### Pin map

Pins as bars across the die edge, other pins in grey.
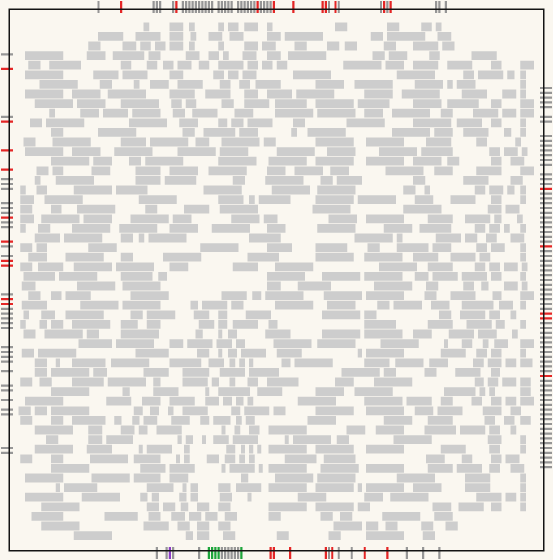
### Cell outlines without signal wires

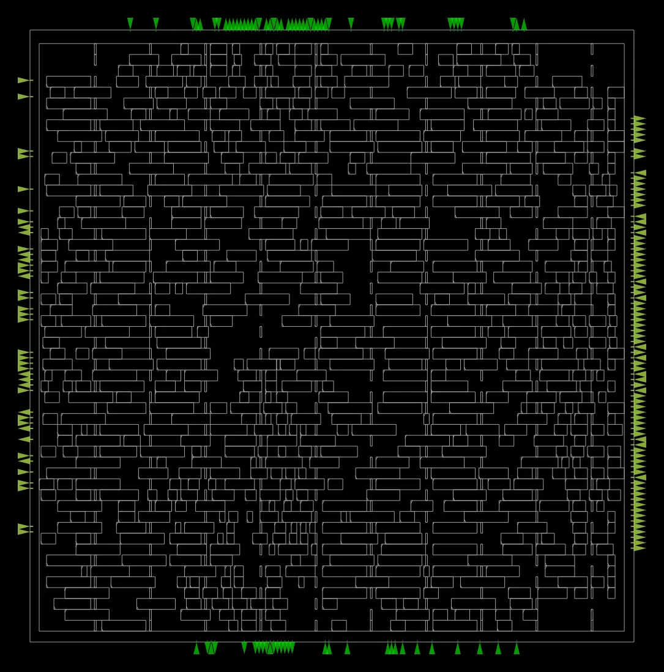
### The metal 3 layer

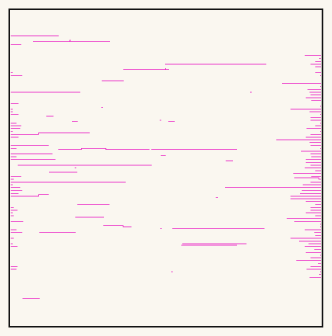
### Local utilization

The die is cut into 15 by 15 equal tiles; white is low, dark blue is high, 0 to 100% covered.
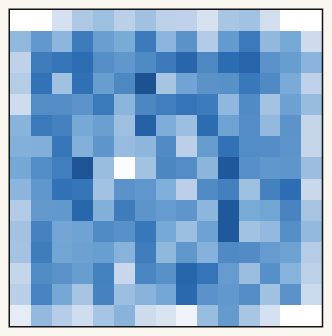
### Clock network drawn from the DEF

The bar under the picture is 50 um long.
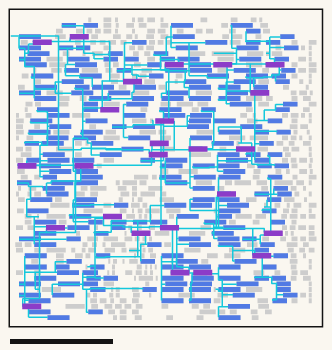
**config.mk**
```make
export PLATFORM = sky130hd
export DESIGN_NAME = result_commit_pipe
export DESIGN_NICKNAME = d
export VERILOG_FILES = /design/src/rtl/result_commit_pipe.sv
export SDC_FILE = /design/constraint.sdc
export NUM_CORES = 1
export LEC_CHECK = 0
export CAP_MARGIN = 10
export CELL_PAD_IN_SITES_DETAIL_PLACEMENT = 1
export CELL_PAD_IN_SITES_GLOBAL_PLACEMENT = 1
export CORE_AREA = 2 2 149 151
export DETAILED_ROUTE_END_ITERATION = 8
export DIE_AREA = 0 0 151 153
export HOLD_SLACK_MARGIN = 0.06
export PLACE_DENSITY_LB_ADDON = 0.1
export SETUP_SLACK_MARGIN = 0.15
export SKIP_LAST_GASP = 1
export SLEW_MARGIN = 10
export SYNTH_ARGS = -nofsm -noshare
export SYNTH_HDL_FRONTEND = slang
export SYNTH_SLANG_ARGS = --single-unit
export TNS_END_PERCENT = 20
```
**constraint.sdc**
```tcl
create_clock -name clk_i -period 2.3 [get_ports clk_i]
set_input_delay 0.46 -clock clk_i [delete_from_list [all_inputs] [get_ports clk_i]]
set_output_delay 0.46 -clock clk_i [all_outputs]
set_load 0.01 [all_outputs]
```
**src/rtl/result_commit_pipe.sv**
```systemverilog
// -----------------------------------------------------------------------------
// result_commit_pipe
//
// Producer side of the operand forwarding network. Results from the
// single-cycle ALU and from the long-latency unit (MUL/DIV) are merged into a
// commit register, which feeds a writeback register. Both stages drive
// operand/destination pairs for bypassing. The writeback stage also drives the
// register file write port.
//
// The ALU always wins the commit slot. Long-latency results wait in a small
// FIFO. That FIFO is drained only in cycles where the ALU is idle. stall_o asks
// the front end to leave an ALU-idle cycle so the FIFO can drain.
//
// Optional feature (compile-time macro RESULT_PIPE_STARVE_GUARD_EN):
//   defined   - a starve counter counts ALU wins over a non-empty FIFO.
//               stall_o = full | (counter == STARVE_LIMIT).
//   undefined - no counter; stall_o = full only.
//
// Parameters
//   FIFO_DEPTH    long-latency FIFO entries (power of two, >= 2)
//   STARVE_LIMIT  ALU wins over a non-empty FIFO before stall_o (guard only)
//   XLEN          data width, fixed at 32 (not overridable)
//
// Ports
//   clk_i                 clock, rising edge
//   rst_i                 synchronous reset, active-high
//   alu_valid_i           ALU result present (always accepted)
//   alu_result_i          ALU result
//   alu_reg_dest_i        ALU destination register
//   lu_valid_i            long-latency result offered
//   lu_result_i           long-latency result
//   lu_reg_dest_i         long-latency destination register
//   lu_ready_o            FIFO not full; transfer on lu_valid_i & lu_ready_o
//   stall_o               upstream must hold alu_valid_i low next cycle
//   commit_operand_o      commit stage operand (0 if invalid or dest x0)
//   commit_reg_dest_o     commit stage destination (0 if invalid)
//   writeback_operand_o   writeback stage operand (0 if invalid or dest x0)
//   writeback_reg_dest_o  writeback stage destination (0 if invalid)
//   rf_write_o            register file write enable
//   rf_addr_o             register file write address
//   rf_data_o             register file write data
// -----------------------------------------------------------------------------
module result_commit_pipe #(
  parameter int FIFO_DEPTH   = 4,
  parameter int STARVE_LIMIT = 3,
  localparam int XLEN        = 32
) (
  input  logic            clk_i,
  input  logic            rst_i,
  input  logic            alu_valid_i,
  input  logic [XLEN-1:0] alu_result_i,
  input  logic [4:0]      alu_reg_dest_i,
  input  logic            lu_valid_i,
  input  logic [XLEN-1:0] lu_result_i,
  input  logic [4:0]      lu_reg_dest_i,
  output logic            lu_ready_o,
  output logic            stall_o,
  output logic [XLEN-1:0] commit_operand_o,
  output logic [4:0]      commit_reg_dest_o,
  output logic [XLEN-1:0] writeback_operand_o,
  output logic [4:0]      writeback_reg_dest_o,
  output logic            rf_write_o,
  output logic [4:0]      rf_addr_o,
  output logic [XLEN-1:0] rf_data_o
);

  localparam int PTR_W = (FIFO_DEPTH > 1) ? $clog2(FIFO_DEPTH) : 1;
  localparam int CNT_W = $clog2(FIFO_DEPTH + 1);
  localparam int ENT_W = XLEN + 5;

  // Elaboration-time parameter sanity.
  if ((FIFO_DEPTH < 2) || ((FIFO_DEPTH & (FIFO_DEPTH - 1)) != 0)) begin : g_bad_depth
    $error("result_commit_pipe: FIFO_DEPTH must be a power of two >= 2");
  end
  if (STARVE_LIMIT < 1) begin : g_bad_limit
    $error("result_commit_pipe: STARVE_LIMIT must be >= 1");
  end

  // ---------------------------------------------------------------------------
  // Long-latency FIFO state
  // ---------------------------------------------------------------------------
  logic [ENT_W-1:0] fifo_mem_q [FIFO_DEPTH];
  logic [PTR_W-1:0] wr_ptr_q, wr_ptr_d;
  logic [PTR_W-1:0] rd_ptr_q, rd_ptr_d;
  logic [CNT_W-1:0] count_q, count_d;
  logic             fifo_empty;
  logic             fifo_full;
  logic             push;
  logic             pop;
  logic [XLEN-1:0]  head_data;
  logic [4:0]       head_dest;

  // ---------------------------------------------------------------------------
  // Pipeline stage state: p0 = commit, p1 = writeback
  // ---------------------------------------------------------------------------
  logic            vld_p0_q, vld_p0_d;
  logic [XLEN-1:0] data_p0_q, data_p0_d;
  logic [4:0]      dest_p0_q, dest_p0_d;
  logic            vld_p1_q, vld_p1_d;
  logic [XLEN-1:0] data_p1_q, data_p1_d;
  logic [4:0]      dest_p1_q, dest_p1_d;

  // FIFO status and handshake. Pops only happen when the ALU leaves the
  // commit slot free; a full FIFO refuses pushes even in a pop cycle, which
  // keeps lu_ready_o a pure function of registered state.
  always_comb begin
    fifo_empty = (count_q == '0);
    fifo_full  = (count_q == CNT_W'(FIFO_DEPTH));
    push       = lu_valid_i & ~fifo_full;
    pop        = ~alu_valid_i & ~fifo_empty;
    head_dest  = fifo_mem_q[rd_ptr_q][ENT_W-1 -: 5];
    head_data  = fifo_mem_q[rd_ptr_q][XLEN-1:0];
  end

  always_comb begin
    wr_ptr_d = wr_ptr_q;
    rd_ptr_d = rd_ptr_q;
    count_d  = count_q;
    if (push) begin
      wr_ptr_d = wr_ptr_q + PTR_W'(1);
    end
    if (pop) begin
      rd_ptr_d = rd_ptr_q + PTR_W'(1);
    end
    case ({push, pop})
      2'b10:   count_d = count_q + CNT_W'(1);
      2'b01:   count_d = count_q - CNT_W'(1);
      default: count_d = count_q;
    endcase
  end

  // Commit selection: ALU first, then FIFO head, else bubble. The writeback
  // stage copies the commit stage every cycle; nothing here ever stalls.
  always_comb begin
    vld_p0_d  = alu_valid_i | ~fifo_empty;
    data_p0_d = head_data;
    dest_p0_d = head_dest;
    if (alu_valid_i) begin
      data_p0_d = alu_result_i;
      dest_p0_d = alu_reg_dest_i;
    end
    vld_p1_d  = vld_p0_q;
    data_p1_d = data_p0_q;
    dest_p1_d = dest_p0_q;
  end

  // ---------------------------------------------------------------------------
  // Stage p0 / p1 boundary: control flops (reset) and data flops (no reset)
  // ---------------------------------------------------------------------------
  always_ff @(posedge clk_i) begin
    if (rst_i) begin
      wr_ptr_q <= '0;
      rd_ptr_q <= '0;
      count_q  <= '0;
      vld_p0_q <= 1'b0;
      vld_p1_q <= 1'b0;
    end else begin
      wr_ptr_q <= wr_ptr_d;
      rd_ptr_q <= rd_ptr_d;
      count_q  <= count_d;
      vld_p0_q <= vld_p0_d;
      vld_p1_q <= vld_p1_d;
    end
  end

  // Data registers carry no reset: every consumer is qualified by a valid.
  always_ff @(posedge clk_i) begin
    if (push) begin
      fifo_mem_q[wr_ptr_q] <= {lu_reg_dest_i, lu_result_i};
    end
    data_p0_q <= data_p0_d;
    dest_p0_q <= dest_p0_d;
    data_p1_q <= data_p1_d;
    dest_p1_q <= dest_p1_d;
  end

  // ---------------------------------------------------------------------------
  // Starvation guard
  // ---------------------------------------------------------------------------
`ifdef RESULT_PIPE_STARVE_GUARD_EN
  localparam int STV_W = $clog2(STARVE_LIMIT + 1);

  logic [STV_W-1:0] starve_q, starve_d;
  logic             starved;

  // Count ALU wins that left a waiting FIFO entry behind. Any drain, or an
  // empty FIFO, means nobody is starving.
  always_comb begin
    starve_d = starve_q;
    if (fifo_empty || pop) begin
      starve_d = '0;
    end else if (alu_valid_i && (starve_q != STV_W'(STARVE_LIMIT))) begin
      starve_d = starve_q + STV_W'(1);
    end
    starved = (starve_q == STV_W'(STARVE_LIMIT));
  end

  always_ff @(posedge clk_i) begin
    if (rst_i) begin
      starve_q <= '0;
    end else begin
      starve_q <= starve_d;
    end
  end

  always_comb begin
    lu_ready_o = ~fifo_full;
    stall_o    = fifo_full | starved;
  end
`else
  always_comb begin
    lu_ready_o = ~fifo_full;
    stall_o    = fifo_full;
  end
`endif

  // ---------------------------------------------------------------------------
  // Forwarding and register file outputs
  // ---------------------------------------------------------------------------
  // An invalid stage or an x0 destination presents as (0, x0), so a consumer
  // that matches on x0 picks up a harmless zero.
  always_comb begin
    commit_operand_o     = '0;
    commit_reg_dest_o    = '0;
    writeback_operand_o  = '0;
    writeback_reg_dest_o = '0;
    if (vld_p0_q) begin
      commit_reg_dest_o = dest_p0_q;
      if (dest_p0_q != 5'd0) begin
        commit_operand_o = data_p0_q;
      end
    end
    if (vld_p1_q) begin
      writeback_reg_dest_o = dest_p1_q;
      if (dest_p1_q != 5'd0) begin
        writeback_operand_o = data_p1_q;
      end
    end
    rf_write_o = vld_p1_q & (dest_p1_q != 5'd0);
    rf_addr_o  = writeback_reg_dest_o;
    rf_data_o  = writeback_operand_o;
  end

`ifndef SYNTHESIS
  // The ALU still takes the slot if it ignores stall_o; flag it in simulation.
  stall_protocol_a : assert property (
    @(posedge clk_i) disable iff (rst_i) stall_o |=> !alu_valid_i
  ) else $error("result_commit_pipe: alu_valid_i asserted after stall_o");
`endif

endmodule

```
==> impl_metrics.env <==
# yosys + openroad results
export IMPL_cts_root_buf="clkbuf_16"
export IMPL_min_to="data_p1_q[31]"
export IMPL_path_cells="or4_4 -> o21a_4 -> buf_6 -> and2_4 -> buf_2"
export IMPL_hold_violations=0
export IMPL_hpwl_mm=12.1
export IMPL_htreeDepth=1
export IMPL_setup_tns_ns=-30.09
export IMPL_fin_skew_ns=0.0194
export IMPL_r2r_setup_slack_ns=0.19
export IMPL_dieArea_um2=23100
export IMPL_power_mw=12.2
export IMPL_drive_gt1_share_pct=43.7
export IMPL_layout_nets=779
export IMPL_grt_pass1_wl_mm=29.1
export IMPL_grt_max_degree=39
export IMPL_rsz0062_at_grt="yes"
export IMPL_p_per_area_nw_per_um2=1020
export IMPL_ff2ff_path_depth=11
export IMPL_min_path_cells=0
export IMPL_syn_inst=489
export IMPL_ios=192
export IMPL_cts_clk_slew_worst_paths_ns=0.06
export IMPL_yosys_area_um2=8910
export IMPL_status="finished with violations"
export IMPL_clk_insertion_delay_late_ns=0.52
export IMPL_postRouteAntennaNets=0
export IMPL_routedWlPerCell_um=20.0
export IMPL_slowest_stage="or4_4"
export IMPL_criticalPathCategory="reg2out"
export IMPL_top_area_share_pct=49.9
export IMPL_flop_cell="edfxtp_1"
export IMPL_grt_total_usage_pct=16.6
export IMPL_ys_seq_share_pct=69.0
export IMPL_ys_async_sr_fraction_pct=0
export IMPL_start_kind="register"
export IMPL_port_buffers=191
export IMPL_setup_violations=107
export IMPL_worst_slack_ns=-0.343
export IMPL_synth_cell_type_count=32
export IMPL_hp_class="reg2reg"
export IMPL_synth_flops=233
export IMPL_max_clock_freq_mhz=378
export IMPL_violations="setup timing"
export IMPL_placed_area_um2=11000
export IMPL_netlist_area_um2=8910
Notes on 'Pin map' above:
port	colour	pins	direction	edge
`lu_result_i`	red	32	input	10 left, 10 top, 7 bottom, 5 right
`rf_addr_o`	green	5	output	bottom
`lu_valid_i`	purple	1	input	bottom

Notes on 'Cell outlines without signal wires' above:
final std cells w/o fill: 995
Tapcells: 280
Flops: 233

Notes on 'The metal 3 layer' above:
longest straight run	64.6 um
main direction	horizontal
nets with wire on the layer	125
share of all routed wire	6.4%
wire length on this layer	1280 um
routed wire length: 19.9 mm
Vias: 4778
grt met3 use: 3.64%

Notes on 'Local utilization' above:
mean over tiles	50%
nearly empty tiles	3.1%
tiles over 75% full	6.7%
Core Area: 21500 um^2
fin util: 55.8%
Core Util at FP: 41.5%

Notes on 'Clock network drawn from the DEF' above:
[clock-net drivers] purple | count: 25
[clock wires] cyan | length: 2790 um
[flip-flops] blue | count: 233
flops lie	all over the die

-- worst register-to-register path, stage by stage, from the launching register on --
cell,delay (ns)
dfxtp_1,0.34
inv_1,0.10
nand3_1,0.13
inv_1,0.14
nor2_1,0.07
inv_1,0.06
ha_1,0.16
inv_1,0.05
fa_1,0.37
xor2_1,0.16
or3_1,0.32
a21oi_1,0.14
-- cell families (layout without fill, tap and decap cells) --
logic type	after synthesis	count (layout)	synth area share (%)
simple gates	96	96	7.73
mux	76	76	15.8
buf+inv	65	286	5.55
other cells	0	1	0
compound gates	11	15	0.773
xor+xnor	2	2	0.197
flops	233	233	69.0
fa+ha+maj	6	6	0.927
-- how the worst max path moves through the flow --
stage	start	endpoint	slack (ns)	depth (start not counted)
6_report	dest_p1_q[3]	rf_data_o[1]	-0.34	5
5_1_grt	dest_p1_q[3]	rf_data_o[15]	-0.37	5
4_1_cts	dest_p0_q[3]	commit_operand_o[0]	-0.41	6
3_5_place_dp	dest_p1_q[1]	rf_data_o[20]	-0.09	4
3_3_place_gp	dest_p1_q[1]	writeback_operand_o[7]	-0.04	4
2_1_floorplan	count_q[0]	fifo_mem_q[2][0]	0.03	5
-- cells in the final DEF, fill, tap and decap left out, types with 28 or more instances in the layout --
| master | Yosys | final |
|---|---|---|
| buf_2 | 7 | 37 |
| mux4_2 | 30 | 30 |
| edfxtp_1 | 148 | 148 |
| clkdlybuf4s50_1 | 0 | 94 |
| buf_6 | 7 | 50 |
| and2_4 | 39 | 58 |
| clkbuf_16 | 0 | 28 |
| dfxtp_1 | 85 | 79 |
| mux2_4 | 30 | 30 |
-- power breakdown --
group	switching [mW]	internal [mW]
clock	1.57	2.29
sequential	0.288	5.06
combinational	1.20	1.78
total	3.06	9.14
-- stage by stage --
stage               hold WS, ns  worst slack [ns]
floorplan                 0.323            0.0295
global placement          0.333           -0.0448
detailed placement        0.338           -0.0887
CTS                       0.333            -0.411
global route              0.340            -0.373
finish                    0.342            -0.343
-- state kept, by name, indices dropped and copies added (netlist names), named ones only --
signal / flops
data_p1_q: 32
wr_ptr_q: 2
vld_p0_q: 1
data_p0_q: 32
vld_p1_q: 1
rd_ptr_q: 2
fifo_mem_q: 148
dest_p1_q: 5
dest_p0_q: 5
count_q: 3
-- area by class of cell --
class                   instances  area, um^2
inverters                       9        33.8
flip-flops and latches        233        6160
clock buffers                  33         676
multi-input cells             195        2390
repair buffers                231        2270
well taps                     280         350
clock inverters                13         120
fillers                      1997        9490
diodes                          1        2.50
-- timing repair --
| action | 4_1_cts | 5_1_grt |
|---|---|---|
| gates cloned | 4 | 4 |
| endpoints found under the setup margin | 101 | 114 |
| buffers inserted | 14 | 0 |
| gates resized | 353 | 82 |
| pin swaps | 19 | 26 |
-- per-layer routing --
metal  share of wire, %  vias up  wire [um]  track usage (%)
met1                 40     2404       7990             20.3
met5                  0        -          0                0
li1                   -     2188          -                -
met3                6.4       28       1280             3.64
met2                 52      158      10300             29.8
met4                1.7        0        338             3.78
No activity file was given, so power comes from the tool's default toggle rates.
